[src/rtl/vram_console_writer.sv]
// Byte-stream console writer for the single-port text video RAM.
// Tracks a cursor, writes printable bytes, and handles clear, wrap and scroll-up.
module vram_console_writer #(
    parameter int unsigned COLS   = 80,
    parameter int unsigned ROWS   = 25,
    parameter int unsigned ADDR_W = 12,
    parameter logic [7:0]  BLANK  = 8'h20
) (
    input  logic              vclk,
    input  logic              rst_n,
    input  logic [7:0]        char_in,
    input  logic              char_valid,
    output logic              char_ready,
    output logic              busy,
    output logic [ADDR_W-1:0] vram_addr,
    output logic [7:0]        vram_din,
    output logic              vram_we,
    input  logic [7:0]        vram_dout,
    output logic [6:0]        cursor_x,
    output logic [4:0]        cursor_y
);
    localparam int unsigned CELLS         = COLS * ROWS;
    localparam int unsigned LAST_ROW_BASE = (ROWS - 1) * COLS;
    localparam int unsigned SCROLL_LAST   = LAST_ROW_BASE - 1;

    localparam logic [7:0] CODE_CR = 8'h0D;
    localparam logic [7:0] CODE_LF = 8'h0A;
    localparam logic [7:0] CODE_BS = 8'h08;
    localparam logic [7:0] CODE_FF = 8'h0C;

    typedef enum logic [2:0] {
        S_INIT,
        S_IDLE,
        S_PUT,
        S_CLEAR,
        S_SCRL_RD,
        S_SCRL_WR,
        S_SCRL_BLANK
    } state_t;

    state_t            state, state_d;
    logic [ADDR_W-1:0] cnt, cnt_d;
    logic [6:0]        cur_x, cur_x_d;
    logic [4:0]        cur_y, cur_y_d;
    logic [ADDR_W-1:0] addr_q, addr_d;
    logic [7:0]        din_q, din_d;
    logic              we_q, we_d;
    logic [ADDR_W-1:0] pos;

    // Port outputs describe the action of the current state; registers are loaded on entry.
    always_ff @(posedge vclk or negedge rst_n) begin
        if (!rst_n) begin
            state  <= S_INIT;
            cnt    <= '0;
            cur_x  <= '0;
            cur_y  <= '0;
            addr_q <= '0;
            din_q  <= '0;
            we_q   <= 1'b0;
        end else begin
            state  <= state_d;
            cnt    <= cnt_d;
            cur_x  <= cur_x_d;
            cur_y  <= cur_y_d;
            addr_q <= addr_d;
            din_q  <= din_d;
            we_q   <= we_d;
        end
    end

    assign pos = ADDR_W'(cur_y) * ADDR_W'(COLS) + ADDR_W'(cur_x);

    always_comb begin
        state_d = state;
        cnt_d   = cnt;
        cur_x_d = cur_x;
        cur_y_d = cur_y;
        addr_d  = '0;
        din_d   = '0;
        we_d    = 1'b0;
        case (state)
            S_INIT: begin
                state_d = S_CLEAR;
                cnt_d   = '0;
                din_d   = BLANK;
                we_d    = 1'b1;
            end
            S_IDLE: begin
                if (char_valid) begin
                    case (char_in)
                        CODE_CR: cur_x_d = '0;
                        CODE_LF: begin
                            if (cur_y < 5'(ROWS - 1)) begin
                                cur_y_d = cur_y + 5'd1;
                            end else begin
                                state_d = S_SCRL_RD;
                                cnt_d   = '0;
                                addr_d  = ADDR_W'(COLS);
                            end
                        end
                        CODE_BS: begin
                            if (cur_x != 7'd0) cur_x_d = cur_x - 7'd1;
                        end
                        CODE_FF: begin
                            state_d = S_CLEAR;
                            cnt_d   = '0;
                            din_d   = BLANK;
                            we_d    = 1'b1;
                        end
                        default: begin
                            state_d = S_PUT;
                            addr_d  = pos;
                            din_d   = char_in;
                            we_d    = 1'b1;
                        end
                    endcase
                end
            end
            S_PUT: begin
                state_d = S_IDLE;
                if (cur_x < 7'(COLS - 1)) begin
                    cur_x_d = cur_x + 7'd1;
                end else begin
                    cur_x_d = '0;
                    if (cur_y < 5'(ROWS - 1)) begin
                        cur_y_d = cur_y + 5'd1;
                    end else begin
                        state_d = S_SCRL_RD;
                        cnt_d   = '0;
                        addr_d  = ADDR_W'(COLS);
                    end
                end
            end
            S_CLEAR: begin
                if (cnt == ADDR_W'(CELLS - 1)) begin
                    state_d = S_IDLE;
                    cur_x_d = '0;
                    cur_y_d = '0;
                end else begin
                    cnt_d  = cnt + ADDR_W'(1);
                    addr_d = cnt + ADDR_W'(1);
                    din_d  = BLANK;
                    we_d   = 1'b1;
                end
            end
            S_SCRL_RD: begin
                state_d = S_SCRL_WR;
                addr_d  = cnt;
                we_d    = 1'b1;
            end
            S_SCRL_WR: begin
                if (cnt == ADDR_W'(SCROLL_LAST)) begin
                    state_d = S_SCRL_BLANK;
                    cnt_d   = ADDR_W'(LAST_ROW_BASE);
                    addr_d  = ADDR_W'(LAST_ROW_BASE);
                    din_d   = BLANK;
                    we_d    = 1'b1;
                end else begin
                    state_d = S_SCRL_RD;
                    cnt_d   = cnt + ADDR_W'(1);
                    addr_d  = cnt + ADDR_W'(1 + COLS);
                end
            end
            S_SCRL_BLANK: begin
                if (cnt == ADDR_W'(CELLS - 1)) begin
                    state_d = S_IDLE;
                end else begin
                    cnt_d  = cnt + ADDR_W'(1);
                    addr_d = cnt + ADDR_W'(1);
                    din_d  = BLANK;
                    we_d   = 1'b1;
                end
            end
            default: state_d = S_INIT;
        endcase
    end

    // Scroll copies the read data straight through in the cycle it arrives.
    assign vram_din   = (state == S_SCRL_WR) ? vram_dout : din_q;
    assign vram_addr  = addr_q;
    assign vram_we    = we_q;
    assign cursor_x   = cur_x;
    assign cursor_y   = cur_y;
    assign char_ready = (state == S_IDLE);
    assign busy       = (state == S_CLEAR) || (state == S_SCRL_RD) ||
                        (state == S_SCRL_WR) || (state == S_SCRL_BLANK);

endmodule
[config.mk]
export PLATFORM = sky130hd
export DESIGN_NAME = vram_console_writer
export DESIGN_NICKNAME = d
export VERILOG_FILES = /design/src/rtl/vram_console_writer.sv
export SDC_FILE = /design/constraint.sdc
export NUM_CORES = 1
export LEC_CHECK = 0
export ABC_AREA = 1
export CORE_ASPECT_RATIO = 0.6
export CORE_MARGIN = 2
export CORE_UTILIZATION = 61
export DETAILED_ROUTE_END_ITERATION = 12
export GPL_ROUTABILITY_DRIVEN = 0
export PLACE_DENSITY = 0.87
export SLEW_MARGIN = 20
export SYNTH_ARGS = -nofsm -noshare
export SYNTH_HDL_FRONTEND = slang
export SYNTH_SLANG_ARGS = --single-unit
[constraint.sdc]
create_clock -name vclk -period 6.05 [get_ports vclk]
set_clock_uncertainty 0.1 [all_clocks]
set_input_delay 0.9075 -clock vclk [delete_from_list [all_inputs] [get_ports vclk]]
set_output_delay 0.9075 -clock vclk [all_outputs]
set_load 0.03 [all_outputs]
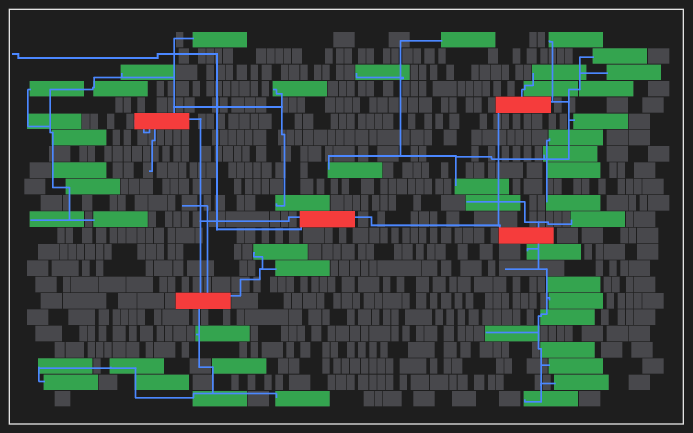
Run 1: clock network drawn from the DEF
Drawn at 6 px/um.
Green stands for flip-flops, count 48. Red stands for clock drivers, count 5. Blue stands for clock wires, length 680 um.
There are 6 routed clock nets. Position of the flops: widely spread.
Worst-Skew Late Latency: 0.30 ns
Clock power frac: 48.3%
clock network power: 0.000324 W

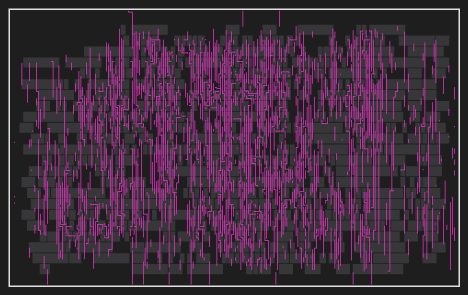
Run 1: the metal 2 layer
Drawn at 4 px/um. Cells faint in the background.
The wires run mostly vertical. The layer carries 5080 um of wire. 580 nets have wire on it. The longest straight run is 30.9 um. The layer holds 42% of the routed length.
vias post-DR: 4625
WL final: 12000 um
GRT met2 Usage: 50.3%

==> results.txt, run 1 <==
first-pass GRT wire length -> 19700 um
tool warnings -> 28
Synth Instances -> 687
Worst-path clk slew -> 0.07 ns
setup ws final -> 2.20 ns
GRT overflow -> 0
Compound Share, Synth -> 4.39%
Root Buffer -> clkbuf_16
Initial Utilization -> 63.5%
Hold WC Path Type -> flop to flop
Yosys Chip Area -> 4280 sq um
Overall Power -> 0.000669 W
pre-CTS setup slack -> 2.56 ns
Min Clock Period, post-route -> 3.85 ns
CP max stage cell -> clkdlybuf4s50_1
wire per inst -> 14.8 um
CP Capture Type -> output port
initial drt markers -> 495
Post-CTS Setup Bufs -> 0
yosys cell count -> 687
layout cells sized above 1 -> 6.63%
diode count -> 0
Seq cells post-synth -> 48
Floorplan Nets -> 722
worst-margin pin slew -> 0.623 ns
mapped cell area -> 4280 sq um
Worst Path Arrival -> 2.84 ns
share of power burned in registers -> 47.9%
Leak -> 2.72 nW
top comb family, area -> simple AND/OR/NAND/NOR gates
internal power -> 0.000527 W
net switching power -> 0.000143 W
Worst EP required -> 5.04 ns
Post-CTS Hold Buffers -> 0
syn avg cell area -> 6.23 sq um
Seq share, synth -> 28.1%
Post-DRT Antenna Nets -> 0
fill cell count -> 566
vias in the first global route -> 4123
Pre-Repair DR Iteration Count -> 6
initial antenna violation count -> 0
crit path from -> state[2]
Fin Setup TNS -> 0 ns
CTS H-Tree Depth -> 2
max-slew violations -> 0
endpoints failing hold -> 0
Area Growth Syn to Fin -> 14.9%
buffers added on ports -> 53
Placed Area -> 4740 sq um
max_slew headroom -> 58.5%
TritonCTS Sinks -> 48
Max stage delay on crit path -> 0.66 ns
final setup violation count -> 0
dpl hpwl -> 8820 um
Crit path max-delay family -> buffers and inverters
worst hold start -> cnt[11]
worst-path cell chain -> nand3_1 -> inv_1 -> nand2_1 -> nand2_1 -> clkdlybuf4s50_1
chip area -> 7720 sq um
chip height -> 68.9 um
Unique cell types -> 33
Register Area -> 1200 sq um
via/cell ratio -> 5.70
r2r startpoint -> state[2]
status -> completed
RSZ-0062 raised after global routing -> no
Power per Cell Area -> 136 nW/um^2
Syn. warnings -> 0
post-CTS sizing -> 0
Die Span X -> 112 um
Simple-Gate Area Share -> 48.9%
crit-path max FO -> 16
largest net degree at the start of global routing -> 49
Final period util -> 63.6%
Sw Share -> 21.3%
final net count -> 758
Comb pwr share -> 3.7%
Adders+Majority by Area -> 5.03%
Startpoint Class -> flop
CTS tree -> done
WP buf/inv -> 2
Synth mux share -> 0%
type of the worst setup path -> flop to output port
VDD IR-drop max -> 0.122 mV
CTS max path bufs -> 2
Max Freq -> 260 MHz
reg-to-reg setup timing slack -> 3.37 ns
Num CTS Buffers -> 5
XOR Share, Synth -> 2.46%
max_cap viols -> 0
CP most frequent cell -> nand2_1
GRT Total Usage -> 32.3%
I/O pins -> 54
# DRC -> 0
Comb area -> 2600 sq um
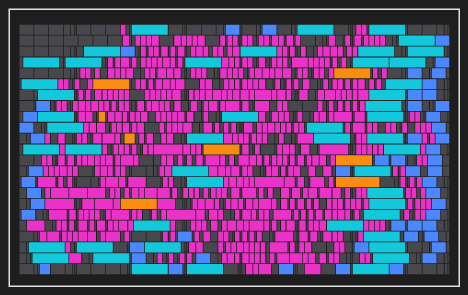
Run 1: cell classes on the final placement
Drawn at 4 px/um. Fill, decap, tap and diode cells in grey.
Cyan stands for sequential cells, cells 48, share of their area 25%. Orange stands for clock drivers and dummy loads, cells 8, share of their area 3.5%. Blue stands for remaining buffers and delay cells, cells 53, share of their area 11%. Magenta stands for combinational and other logic, cells 615, share of their area 61%.
design area: 4910 sq um
Seq/total area: 24.4%
core area: 6730 sq um
Site Rows: 23
final design utilization: 73.0%

==> run 1: metrics by stage <==
step                cells  utilization (%)  hold slack (ns)
floorplan             687                -            0.429
detailed placement    803             70.4            0.471
finish                811             73.0            0.490
CTS                   811             72.9            0.486
global placement      803             70.4            0.464
global route          811             73.0            0.526
==> run 1: synth_stat cells, drive strengths merged <==
| master | count | area share, % |
|---|---|---|
| a21oi | 9 | 1.1 |
| a22oi | 2 | 0.35 |
| buf | 19 | 3.5 |
| clkbuf | 5 | 0.47 |
| dfrtp | 48 | 28 |
| fa | 2 | 0.94 |
| ha | 14 | 4.1 |
| inv | 81 | 7.2 |
| nand2 | 291 | 26 |
| nand3 | 88 | 11 |
| nand3b | 1 | 0.18 |
| nand4 | 23 | 3.4 |
| nor2 | 68 | 7.9 |
| nor3 | 1 | 0.12 |
| o211ai | 2 | 0.35 |
| o21ai | 21 | 2.5 |
| xnor2 | 2 | 0.41 |
| xor2 | 10 | 2.0 |
==> run 1: final timing paths <==
path | end | cells after the start
hold / removal | cnt[11] | 2
min in group asynchronous | cnt[4] | 1
setup reg to reg | state[1] | 6
max in group asynchronous | vram_we | 1
hold reg to reg | cnt[11] | 2
setup / recovery | vram_din[0] | 5
==> run 1: metal layers <==
metal	track usage, %	wire length, um	vias to the layer above	part of all wire, %
met2	50.3	5080	275	42
met4	9.76	196	0	1.6
met5	0	0	-	0
met3	6.82	1390	26	12
met1	45.8	5330	2093	44
li1	-	-	2231	-
==> run 1: sequential cells by signal (all words and copies together) (netlist names) <==
register / count
cnt: 12
vram_addr: 12
din_q: 8
cursor_x: 7
cursor_y: 5
state: 3
vram_we: 1
==> run 1: worst reg2reg max path: stages, from the launching register on <==
cell and delay [ns]:
dfrtp_1 0.60, nand3_1 0.51, inv_1 0.60, nand4_1 0.43, o211ai_1 0.26, nand2_1 0.08
nand2_1 0.06
==> run 1: power by group through the flow <==
| stage | clock network [W] | logic, W | registers [W] |
|---|---|---|---|
| 6_report | 0.000324 | 0.0000251 | 0.000321 |
| 5_1_grt | 0.000345 | 0.0000281 | 0.000321 |
| 2_1_floorplan | 0 | 0.00000501 | 0.000327 |
| 3_5_place_dp | 0 | 0.0000250 | 0.000327 |
| 4_1_cts | 0.000326 | 0.0000256 | 0.000321 |
| 3_3_place_gp | 0 | 0.0000247 | 0.000327 |
==> run 1: cell families after synthesis <==
group                    Yosys count
buffers and inverters            105
AND-OR/OR-AND                     34
AND/OR/NAND/NOR                  472
adder cells (fa/ha/maj)           16
flip-flops                        48
XOR/XNOR                          12
==> run 1: cell type report <==
type | instances | area share [%]
multi-input cells | 534 | 52.9
flip-flops and latches | 48 | 24.4
repair buffers | 53 | 10.7
inverters | 81 | 6.24
clock buffers | 5 | 2.55
well taps | 87 | 2.22
clock inverters | 3 | 0.866
==> run 1: placed cells by master (no fill, tap or decap), types with 3 or more instances in the layout <==
master and n:
dfrtp_1 48, o21ai_1 3, ha_1 14, nand4_1 23
nor2_1 56, a21oi_1 8, xor2_1 10, o21ai_0 17
nand2_2 7, clkdlybuf4s50_1 52, nand3_1 81, clkbuf_16 5
inv_2 8, inv_1 72, nor2_8 3, nor2_2 7
nand2_1 282, nand3_2 7
--- run 2 (diff from run 1) ---
--- a/config.mk
+++ b/config.mk
@@ -8,10 +8,10 @@
 export ABC_AREA = 1
 export CORE_ASPECT_RATIO = 0.6
 export CORE_MARGIN = 2
-export CORE_UTILIZATION = 61
+export CORE_UTILIZATION = 57
 export DETAILED_ROUTE_END_ITERATION = 12
 export GPL_ROUTABILITY_DRIVEN = 0
-export PLACE_DENSITY = 0.87
+export PLACE_DENSITY = 0.82
 export SLEW_MARGIN = 20
 export SYNTH_ARGS = -nofsm -noshare
 export SYNTH_HDL_FRONTEND = slang
==> constraint.sdc (replaced) <==
create_clock -name vclk -period 3.9 [get_ports vclk]
set_clock_uncertainty 0.1 [all_clocks]
set_input_delay 0.585 -clock vclk [delete_from_list [all_inputs] [get_ports vclk]]
set_output_delay 0.585 -clock vclk [all_outputs]
set_load 0.03 [all_outputs]
==> run 2 against run 1 <==
Worst hold slack worse by 0.29 ns; highest routed layer unchanged; clock-buffer cell count unchanged; global-route usage down 1.4 points; sequential power up 55%; die size up 6.7%; register-to-register slack worse by 2.1 ns; clock power up 92%; utilization down 4.3 points.
==> results.txt, run 2 <==
status -> completed
Top cell excl fill/tap -> nand2_1
yosys cell count -> 687
Seq cells post-synth -> 48
worst-margin pin slew -> 0.642 ns
Post-CTS Hold Buffers -> 0
GRT Total Usage -> 30.8%
reg-to-reg setup timing slack -> 1.24 ns
VDD IR-drop max -> 0.224 mV
RSZ-0062 raised after global routing -> no
TritonCTS Sinks -> 48
Top cell area share -> 28.1%
number of cells after detailed placement -> 821
CTS tree -> done
chip area -> 8240 sq um
wire per inst -> 14.9 um
Clock power frac -> 53.7%
cell taking the most area after synthesis -> dfrtp_1
chip height -> 71.1 um
Power per Cell Area -> 232 nW/um^2
max_slew headroom -> 57.1%
Hold WS -> 0.200 ns
worst-path cell chain -> nand3_1 -> buf_4 -> inv_1 -> nand2_1 -> nand2_1 -> clkdlybuf4s50_1
final setup violation count -> 0
R2R depth -> 9
Worst EP required -> 3.21 ns
Startpoint Class -> flop
Worst Path Arrival -> 2.54 ns
Area Growth Syn to Fin -> 16.6%
worst r2r dst -> cnt[0]
Hold WC Path Type -> input pin to asynchronous set/reset pin
setup ws final -> 0.673 ns
# DRC -> 0
top cells by area -> dfrtp_1 (28%), nand2_1 (25%), nand3_1 (9.5%), inv_1 (6.3%), nor2_1 (4.9%)
WP buf/inv -> 3
post-CTS sizing -> 0
first-pass GRT wire length -> 20100 um
diode count -> 0
Site Rows -> 24
Synth top cell by count -> nand2_1
initial antenna violation count -> 0
final design utilization -> 68.7%
internal power -> 0.000948 W
Syn. warnings -> 0
vias in the first global route -> 4203
Sw Share -> 18.2%
Floorplan Nets -> 722
Comb pwr share -> 3.4%
CP most frequent cell -> nand2_1
Main synth FF type -> dfrtp_1
CP max stage cell -> clkdlybuf4s50_1
type of the worst setup path -> flop to output port
Num CTS Buffers -> 5
Die Span X -> 116 um
Unique cell types -> 33
Leak -> 2.75 nW
Worst-path clk slew -> 0.07 ns
GRT overflow -> 0
share of power burned in registers -> 42.9%
Fin Setup TNS -> 0 ns
dominant logic cell types in the final layout -> nand2_1 (282), nand3_1 (81), inv_1 (72), nor2_1 (56), clkdlybuf4s50_1 (52)
CP Capture Type -> output port
net switching power -> 0.000211 W
tool warnings -> 28
final net count -> 759
syn avg cell area -> 6.23 sq um
pre-CTS setup slack -> 1.02 ns
Synth Instances -> 687
Yosys Chip Area -> 4280 sq um
Crit path max-delay family -> buffers and inverters
Initial Utilization -> 58.9%
share of synthesized registers carrying an async set or reset -> 100%
Max stage delay on crit path -> 0.66 ns
max-slew violations -> 0
fin cells -> 829
Post-DRT Antenna Nets -> 0
Min Clock Period, post-route -> 3.23 ns
Worst-Skew Late Latency -> 0.30 ns
core area -> 7270 sq um
top cells by count -> nand2_1 (282), nand3_1 (81), inv_1 (72)
endpoints failing hold -> 0
Seq share, synth -> 28.1%
I/O pins -> 54
Max Freq -> 310 MHz
crit-path max FO -> 16
dpl hpwl -> 8960 um
Root Buffer -> clkbuf_16
Post-synth EDFFs -> 0
Final period util -> 82.7%
initial drt markers -> 521
max_cap viols -> 0
Pre-Repair DR Iteration Count -> 5
CTS H-Tree Depth -> 2
largest net degree at the start of global routing -> 49
CTS max path bufs -> 2
via/cell ratio -> 5.64
Post-CTS Setup Bufs -> 0
mapped cell area -> 4280 sq um
buffers added on ports -> 53
r2r startpoint -> state[0]
layout cells sized above 1 -> 6.76%
run 2: cell counts after synthesis:
Identical to the previous run, type by type.
run 2: how the worst max path moves through the flow:
stage                      startpoint  cells after the start      endpoint
after floorplan           cursor_y[3]                     11  vram_addr[9]
after global placement       state[2]                      6   vram_din[5]
after detailed placement     state[2]                      6   vram_din[6]
after CTS                    state[2]                      6   vram_din[6]
after global routing         state[2]                      6   vram_din[1]
final                        state[2]                      6   vram_din[6]
run 2: logic make-up after synthesis:
kind of cell	synth area share, %
AND-OR/OR-AND	4.39
adder cells (fa/ha/maj)	5.03
buffers and inverters	11.1
XOR/XNOR	2.46
AND/OR/NAND/NOR	48.9
flip-flops	28.1
run 2: cell type report:
cell class,count,area [sq um]
Sequential cell,48,1200
Multi-Input combinational cell,534,2600
Tap cell,104,130
Fill cell,660,2280
Inverter,81,307
Clock inverter,3,90.1
Clock buffer,5,125
Timing Repair Buffer,54,536
run 2: metrics by stage:
step / cell area [sq um] / power, W
6_report: 4990 / 0.00116
5_1_grt: 4990 / 0.00119
4_1_cts: 4990 / 0.00117
3_5_place_dp: 4770 / 0.000546
3_3_place_gp: 4770 / 0.000546
2_1_floorplan: 4280 / 0.000515
run 2: power groups by stage:
| stage | Clock, W | Combinational [W] | Sequential (W) |
|---|---|---|---|
| 2_1_floorplan | 0 | 0.00000778 | 0.000507 |
| 3_3_place_gp | 0 | 0.0000384 | 0.000507 |
| 3_5_place_dp | 0 | 0.0000388 | 0.000507 |
| 4_1_cts | 0.000628 | 0.0000396 | 0.000498 |
| 5_1_grt | 0.000651 | 0.0000438 | 0.000497 |
| 6_report | 0.000622 | 0.0000390 | 0.000498 |
run 2: layer usage:
| metal | part of all wire [%] | global-route usage [%] |
|---|---|---|
| met5 | 0 | 0 |
| met4 | 1.4 | 7.54 |
| met3 | 11 | 7.46 |
| met2 | 42 | 46.3 |
| met1 | 45 | 45.0 |
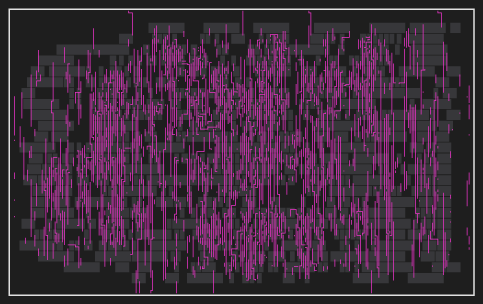
Run 2: the metal 2 layer
Drawn at 4 px/um. Cells faint in the background.
The longest straight run is 33.7 um. The layer holds 42% of the routed length. The wires run mostly vertical. 601 nets have wire on it.
vias post-DR: 4677
WL final: 12400 um
GRT met2 Usage: 46.3%

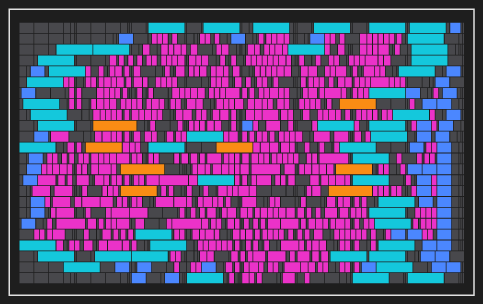
Run 2: cell classes on the final placement
Drawn at 4 px/um. Fill, decap, tap and diode cells in grey.
Cyan stands for sequential cells, cells 48, share of their area 25%. Magenta stands for combinational and other logic, cells 615, share of their area 60%. Blue stands for remaining buffers and delay cells, cells 54, share of their area 11%. Orange stands for clock drivers and dummy loads, cells 8, share of their area 4.4%.

Power is estimated from default activity; no workload was simulated.
